===== src/rtl/click_emitter_pkg.sv =====
// click_pkg: shared state encoding and constants for the click_emitter block.
package click_pkg;

    // Emitter phases: waiting, driving the pulse, enforcing the low gap.
    typedef enum logic [1:0] {
        IDLE = 2'd0,
        HIGH = 2'd1,
        DEAD = 2'd2
    } click_state_t;

    // Shortest high or low phase; a programmed 0 is raised to this.
    localparam int CLICK_MIN_CYCLES = 1;

endpackage


===== src/rtl/click_emitter_if.sv =====
// click_emitter_if: request/configuration inputs, pulse outputs and debug view
// of the click_emitter.
//
// Handshake: fire is a one-cycle strobe with no ready. It is sampled on every
// rising edge. A strobe that arrives while a pulse is in progress is either
// queued (pending counter build) or discarded. A discarded strobe is reported
// on dropped one cycle later. There is no back-pressure path.
interface click_emitter_if #(
    parameter int W = 8
);
    import click_pkg::*;

    logic         fire;
    logic [W-1:0] pulse_width;
    logic [W-1:0] dead_time;
    logic         click;
    logic         busy;
    logic         dropped;
    // Debug view of the FSM and the shared phase timer.
    click_state_t state;
    logic [W-1:0] timer;

    modport master (
        output fire, pulse_width, dead_time,
        input  click, busy, dropped, state, timer
    );

    modport slave (
        input  fire, pulse_width, dead_time,
        output click, busy, dropped, state, timer
    );
endinterface


===== src/rtl/click_emitter_timer.sv =====
// click_timer: W-bit loadable down-counter shared by the HIGH and DEAD phases.
// expire flags the last cycle of a phase (count == 1). The counter rests at 0
// when nothing is running.
module click_timer #(
    parameter int W = 8
) (
    input  logic         clock,
    input  logic         reset_n,
    input  logic         load,
    input  logic [W-1:0] load_value,
    output logic [W-1:0] value,
    output logic         expire
);
    logic [W-1:0] count;

    // Load wins over counting; count down to zero and hold there.
    always_ff @(posedge clock or negedge reset_n) begin
        if (!reset_n) begin
            count <= '0;
        end else if (load) begin
            count <= load_value;
        end else if (count != '0) begin
            count <= count - 1'b1;
        end
    end

    assign value  = count;
    assign expire = (count == W'(1));
endmodule


===== src/rtl/click_emitter.sv =====
// click_emitter: turns one-cycle fire requests into high pulses of programmed
// width, each followed by a programmed low dead time.
// Build option: define CLICK_EMITTER_PEND_EN to queue requests that arrive
// while a pulse is in progress (up to PEND_MAX). Without it, every such request
// is dropped.
module click_emitter
    import click_pkg::*;
#(
    parameter int W        = 8,
    parameter int PEND_MAX = 15
) (
    input  logic            clock,
    input  logic            reset_n,
    click_emitter_if.slave  bus
);
    click_state_t state, state_next;
    logic         start;
    logic         drop;
    logic         tmr_load;
    logic [W-1:0] tmr_value;
    logic [W-1:0] tmr_count;
    logic         tmr_expire;
    logic [W-1:0] dead_lat;
    logic         click_q;
    logic         busy_q;
    logic         dropped_q;

`ifdef CLICK_EMITTER_PEND_EN
    localparam logic [7:0] PEND_LIMIT = 8'(PEND_MAX);
    logic [7:0] pend, pend_next;
`else
    // Queue depth has no meaning without the pending counter.
    logic unused_pend_max;
    assign unused_pend_max = (PEND_MAX != 0);
`endif

    // A programmed zero still gives a one-cycle phase.
    function automatic logic [W-1:0] clamp_min(input logic [W-1:0] v);
        return (v == '0) ? W'(CLICK_MIN_CYCLES) : v;
    endfunction

    click_timer #(.W(W)) u_timer (
        .clock      (clock),
        .reset_n    (reset_n),
        .load       (tmr_load),
        .load_value (tmr_value),
        .value      (tmr_count),
        .expire     (tmr_expire)
    );

    // Next state, timer loads, queue update and drop decision.
    always_comb begin
        state_next = state;
        start      = 1'b0;
        drop       = 1'b0;
        tmr_load   = 1'b0;
        tmr_value  = '0;
`ifdef CLICK_EMITTER_PEND_EN
        pend_next  = pend;
`endif
        unique case (state)
            IDLE: begin
                if (bus.fire) start = 1'b1;
            end
            HIGH: begin
                if (tmr_expire) begin
                    state_next = DEAD;
                    tmr_load   = 1'b1;
                    tmr_value  = clamp_min(dead_lat);
                end
`ifdef CLICK_EMITTER_PEND_EN
                if (bus.fire) begin
                    if (pend == PEND_LIMIT) drop = 1'b1;
                    else                    pend_next = pend + 8'd1;
                end
`else
                if (bus.fire) drop = 1'b1;
`endif
            end
            DEAD: begin
`ifdef CLICK_EMITTER_PEND_EN
                if (tmr_expire) begin
                    // A fire landing on the exit edge is consumed at once, so
                    // the queue depth is left as it was and nothing is lost.
                    if (pend != 8'd0 || bus.fire) begin
                        start = 1'b1;
                        if (!bus.fire) pend_next = pend - 8'd1;
                    end else begin
                        state_next = IDLE;
                    end
                end else if (bus.fire) begin
                    if (pend == PEND_LIMIT) drop = 1'b1;
                    else                    pend_next = pend + 8'd1;
                end
`else
                if (tmr_expire) state_next = IDLE;
                if (bus.fire)   drop = 1'b1;
`endif
            end
            default: state_next = IDLE;
        endcase
        // Starting a pulse always reloads from the live width input.
        if (start) begin
            state_next = HIGH;
            tmr_load   = 1'b1;
            tmr_value  = clamp_min(bus.pulse_width);
        end
    end

    // FSM state and pending depth.
    always_ff @(posedge clock or negedge reset_n) begin
        if (!reset_n) begin
            state <= IDLE;
`ifdef CLICK_EMITTER_PEND_EN
            pend  <= 8'd0;
`endif
        end else begin
            state <= state_next;
`ifdef CLICK_EMITTER_PEND_EN
            pend  <= pend_next;
`endif
        end
    end

    // Dead time is captured when the pulse starts so later input changes are ignored.
    always_ff @(posedge clock or negedge reset_n) begin
        if (!reset_n)   dead_lat <= '0;
        else if (start) dead_lat <= bus.dead_time;
    end

    // Registered outputs follow the state one cycle later.
    always_ff @(posedge clock or negedge reset_n) begin
        if (!reset_n) begin
            click_q   <= 1'b0;
            busy_q    <= 1'b0;
            dropped_q <= 1'b0;
        end else begin
            click_q   <= (state == HIGH);
            busy_q    <= (state != IDLE);
            dropped_q <= drop;
        end
    end

    assign bus.click   = click_q;
    assign bus.busy    = busy_q;
    assign bus.dropped = dropped_q;
    assign bus.state   = state;
    assign bus.timer   = tmr_count;
endmodule

===== src/flat_wrapper.sv =====
// flat-port wrapper written by rule: the top's interface ports become plain ports
module click_emitter_flat import click_pkg::*;
#(
    parameter int W        = 8,
    parameter int PEND_MAX = 15
)
  (clock, reset_n, bus_fire, bus_pulse_width, bus_dead_time, bus_click, bus_busy, bus_dropped, bus_state, bus_timer);
  click_emitter_if #(.W(W)) bus_i ();
  input  logic clock;
  input  logic reset_n;
  input wire logic [$bits(bus_i.fire)-1:0] bus_fire;
  input wire logic [$bits(bus_i.pulse_width)-1:0] bus_pulse_width;
  input wire logic [$bits(bus_i.dead_time)-1:0] bus_dead_time;
  output wire logic [$bits(bus_i.click)-1:0] bus_click;
  output wire logic [$bits(bus_i.busy)-1:0] bus_busy;
  output wire logic [$bits(bus_i.dropped)-1:0] bus_dropped;
  output wire logic [$bits(bus_i.state)-1:0] bus_state;
  output wire logic [$bits(bus_i.timer)-1:0] bus_timer;
  assign bus_i.fire = bus_fire;
  assign bus_i.pulse_width = bus_pulse_width;
  assign bus_i.dead_time = bus_dead_time;
  assign bus_click = bus_i.click;
  assign bus_busy = bus_i.busy;
  assign bus_dropped = bus_i.dropped;
  assign bus_state = bus_i.state;
  assign bus_timer = bus_i.timer;
  click_emitter #(.W(W), .PEND_MAX(PEND_MAX)) u_core (.clock(clock), .reset_n(reset_n), .bus(bus_i));
endmodule

===== config.mk =====
export PLATFORM = sky130hd
export DESIGN_NAME = click_emitter_flat
export DESIGN_NICKNAME = d
export VERILOG_FILES = /design/src/rtl/click_emitter_pkg.sv /design/src/rtl/click_emitter_if.sv /design/src/rtl/click_emitter_timer.sv /design/src/rtl/click_emitter.sv /design/src/flat_wrapper.sv
export SDC_FILE = /design/constraint.sdc
export NUM_CORES = 1
export LEC_CHECK = 0
export CAP_MARGIN = 20
export CORE_UTILIZATION = 29
export CTS_BUF_LIST = sky130_fd_sc_hd__clkbuf_8
export DETAILED_ROUTE_END_ITERATION = 8
export GPL_TIMING_DRIVEN = 0
export PLACE_DENSITY = 0.55
export SLEW_MARGIN = 5
export SYNTH_ARGS = -nofsm -noshare
export SYNTH_HDL_FRONTEND = slang
export SYNTH_SLANG_ARGS = --single-unit

===== constraint.sdc =====
create_clock -name clock -period 3.2 [get_ports clock]
set_clock_uncertainty 0.05 [all_clocks]
set_input_delay 0.96 -clock clock [delete_from_list [all_inputs] [get_ports clock]]
set_output_delay 0.96 -clock clock [all_outputs]
set_load 0.01 [all_outputs]

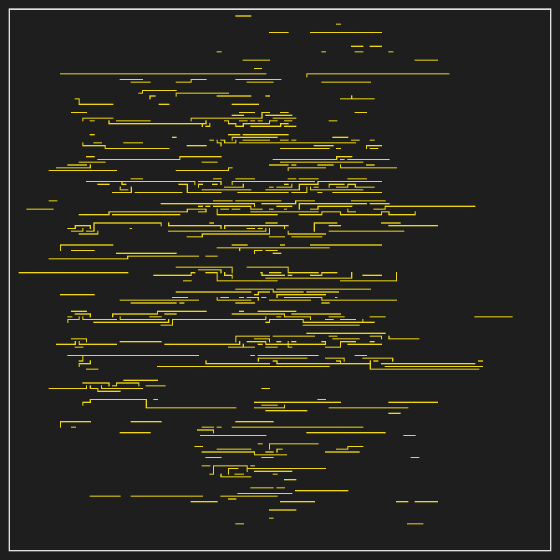
Figure 1: met1 routing.
The wires run mostly horizontal. The layer holds 49% of the routed length.

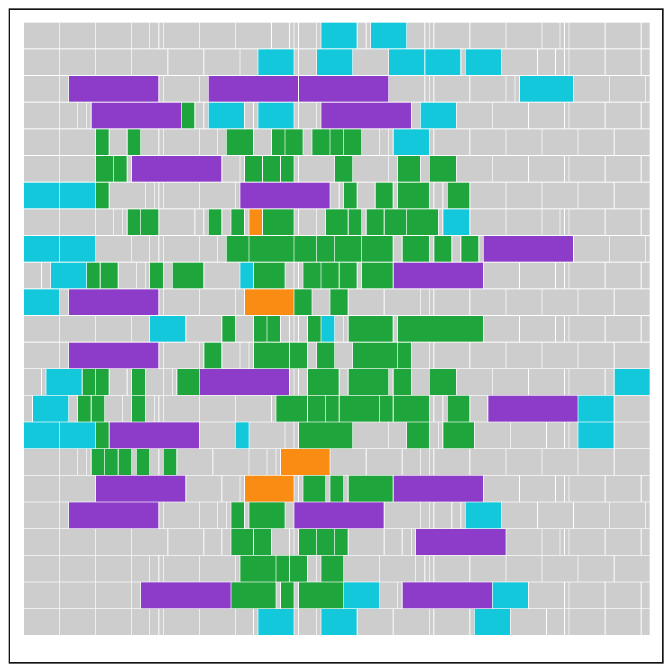
Figure 2: cell classes on the final placement.
Fill, decap, tap and diode cells in grey.
Orange shows clock drivers and dummy loads, cells 4. Purple shows registers, cells 21. Cyan shows remaining buffers and delay cells, cells 36. Green shows remaining logic cells, cells 108.
# rows: 23
Seq area share: 32.0%

==> flow_metrics.py <==
# Flow results
metrics = {
    "run_status": {
        "status": "complete, no violations",
    },
    "yosys": {
        "synth.avg_cell_area_sq_um": 9.08,
        "ys_cells": 133,
        "synthArstFlopShare_pct": 100,
        "yosys-stat-area_sq_um": 1210,
        "top_cells_by_area": "dfrtp_1 (44%), nand2_1 (8.1%), ha_1 (5.2%), o21ai_0 (3.7%), a21oi_1 (3.3%)",
        "ys_warn_count": 0,
        "synth.distinct_cells": 37,
        "yosysMostFrequentCell": "nand2_1",
        "synth_seq_share_pct": 43.5,
    },
    "final_layout": {
        "nets": 194,
        "antenna_cells": 0,
        "num-multi-input-gates": 99,
        "signal_buffers": 36,
        "final_util_pct": 41.0,
        "sh_comb_area_pct": 38.4,
        "drive_above_1_share_pct": 5.33,
        "n_all_inverters": 9,
    },
    "critical_path": {
        "r2r_start": "u_core.u_timer.value[0]$_DFFE_PN0P_",
        "cp.arrival_ps": 1440,
        "crit_chain": "clkdlybuf4s50_1",
        "path_buffers": 1,
        "cp.required_ps": 2190,
        "critPathTopFamily": "buffers and inverters",
    },
    "final_timing": {
        "finalSetupViolations": 0,
        "timing.setup.tns_ps": 0,
        "rsz0062_at_grt": "false",
        "fin_crit_sh_pct": 76.5,
        "fmax_mhz": 408,
    },
    "clock_network": {
        "cts_tree": "yes",
        "cts_resized": 0,
        "cts_max_path_buffers": 2,
        "h-tree-depth": 1,
        "cts_root_buf": "clkbuf_8",
    },
    "grt": {
        "grt_pass1_vias": 1053,
        "use_met3_pct": 3.08,
        "grt_max_degree": 22,
        "busiest_layer": "met2",
        "use_met2_pct": 25.8,
    },
    "min_path": {
        "hp-class": "flip-flop to flip-flop",
        "hold_start": "u_core.dead_lat[0]$_DFFE_PN0N_",
    },
    "power": {
        "power_mw": 1.52,
        "p_leak_nw": 0.683,
        "p_per_area_nw_per_um2": 927,
    },
    "place": {
        "hpwl_um": 2260,
        "place_area_sq_um": 1580,
        "gp_congestion": 0.888,
        "dp_slack_ps": 598,
    },
    "detailed_routing": {
        "ant_nets": 0,
    },
    "die": {
        "die_height_um": 66.5,
        "fp_util_pct": 30.2,
        "dieArea_sq_um": 4430,
    },
    "job": {
        "tool_warnings": 29,
    },
}
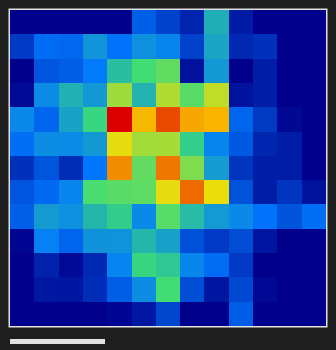
Figure 3: wire density map.
Scale bar: 20 um. 13 x 13 tiles, from dark blue (low) to red (high), scaled to the fullest tile. Values are wire area over tile area, all layers added.
The fullest tile reaches 0.46. The densest ninth of the die: centre. The mean over all tiles is 0.11. 24% of the tiles are nearly empty. 15% of the tiles are over half the peak.
WL per Instance: 14.0 um
final WL: 3060 um
via count: 1,107
GRT Util Overall: 16.0%

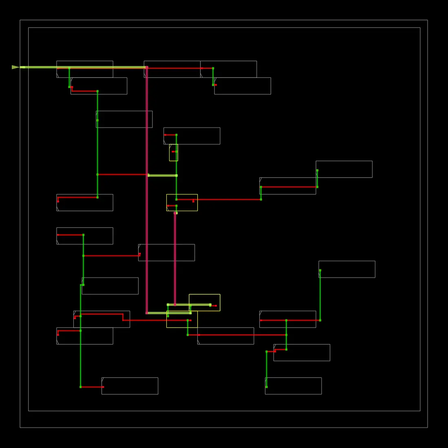
Figure 4: clock nets.
clock sink count: 21
Seq cells: 21
# clk buffers: 3
clk_lat worst skew: 260 ps

where the power goes:
group	switching (mW)	internal (mW)
clock network	0.0875	0.0855
registers	0.165	0.398
logic	0.389	0.395
cells by family (layout without fill, tap and decap cells):
kind of cell / after synthesis / after routing / synth area share, %
compound gates: 34 / 34 / 17.7
xor+xnor: 3 / 3 / 2.18
fa+ha+maj: 5 / 5 / 5.18
buf+inv: 13 / 49 / 4.35
flops: 21 / 21 / 43.5
mux: 2 / 2 / 1.66
simple gates: 55 / 55 / 25.4
path summary, 6_finish.rpt:
check	endpoint	slack, ps	depth (start not counted)
setup / recovery	bus_timer[6]	750	1
hold / removal	u_core.dead_lat[0]$_DFFE_PN0N_	460	2
setup reg to reg	u_core.u_timer.value[5]$_DFFE_PN0P_	1000	5
hold reg to reg	u_core.dead_lat[0]$_DFFE_PN0N_	460	2
max in group asynchronous	u_core.bus.state[1]$_DFFE_PN0P_	1730	2
min in group asynchronous	u_core.u_timer.value[1]$_DFFE_PN0P_	940	1
placed cells by master (no fill, tap or decap), types with 2 or more instances in the layout:
cell type / n
nand2_1: 26
nor3_1: 4
and2_1: 3
nand3_1: 3
o31a_1: 2
o21ai_0: 9
ha_1: 5
xor2_1: 2
o41ai_1: 2
mux2i_1: 2
a31oi_1: 2
inv_1: 10
o21ai_1: 4
dfrtp_1: 21
clkbuf_1: 3
nor4_1: 4
or4_1: 2
clkbuf_8: 3
nor2_1: 4
clkdlybuf4s50_1: 31
a21oi_1: 8
tightest hold or removal path, cell delays in order, from the launching register on:
cell,delay [ps]
dfrtp_1,360
nand2_1,50
nand2_1,60
layer usage:
layer | wire length, um | up-vias
li1 | - | 549
met2 | 1390 | 28
met3 | 105 | 4
met1 | 1510 | 526
met4 | 55 | 0
met5 | 0 | -
Power is estimated from default activity; no workload was simulated.
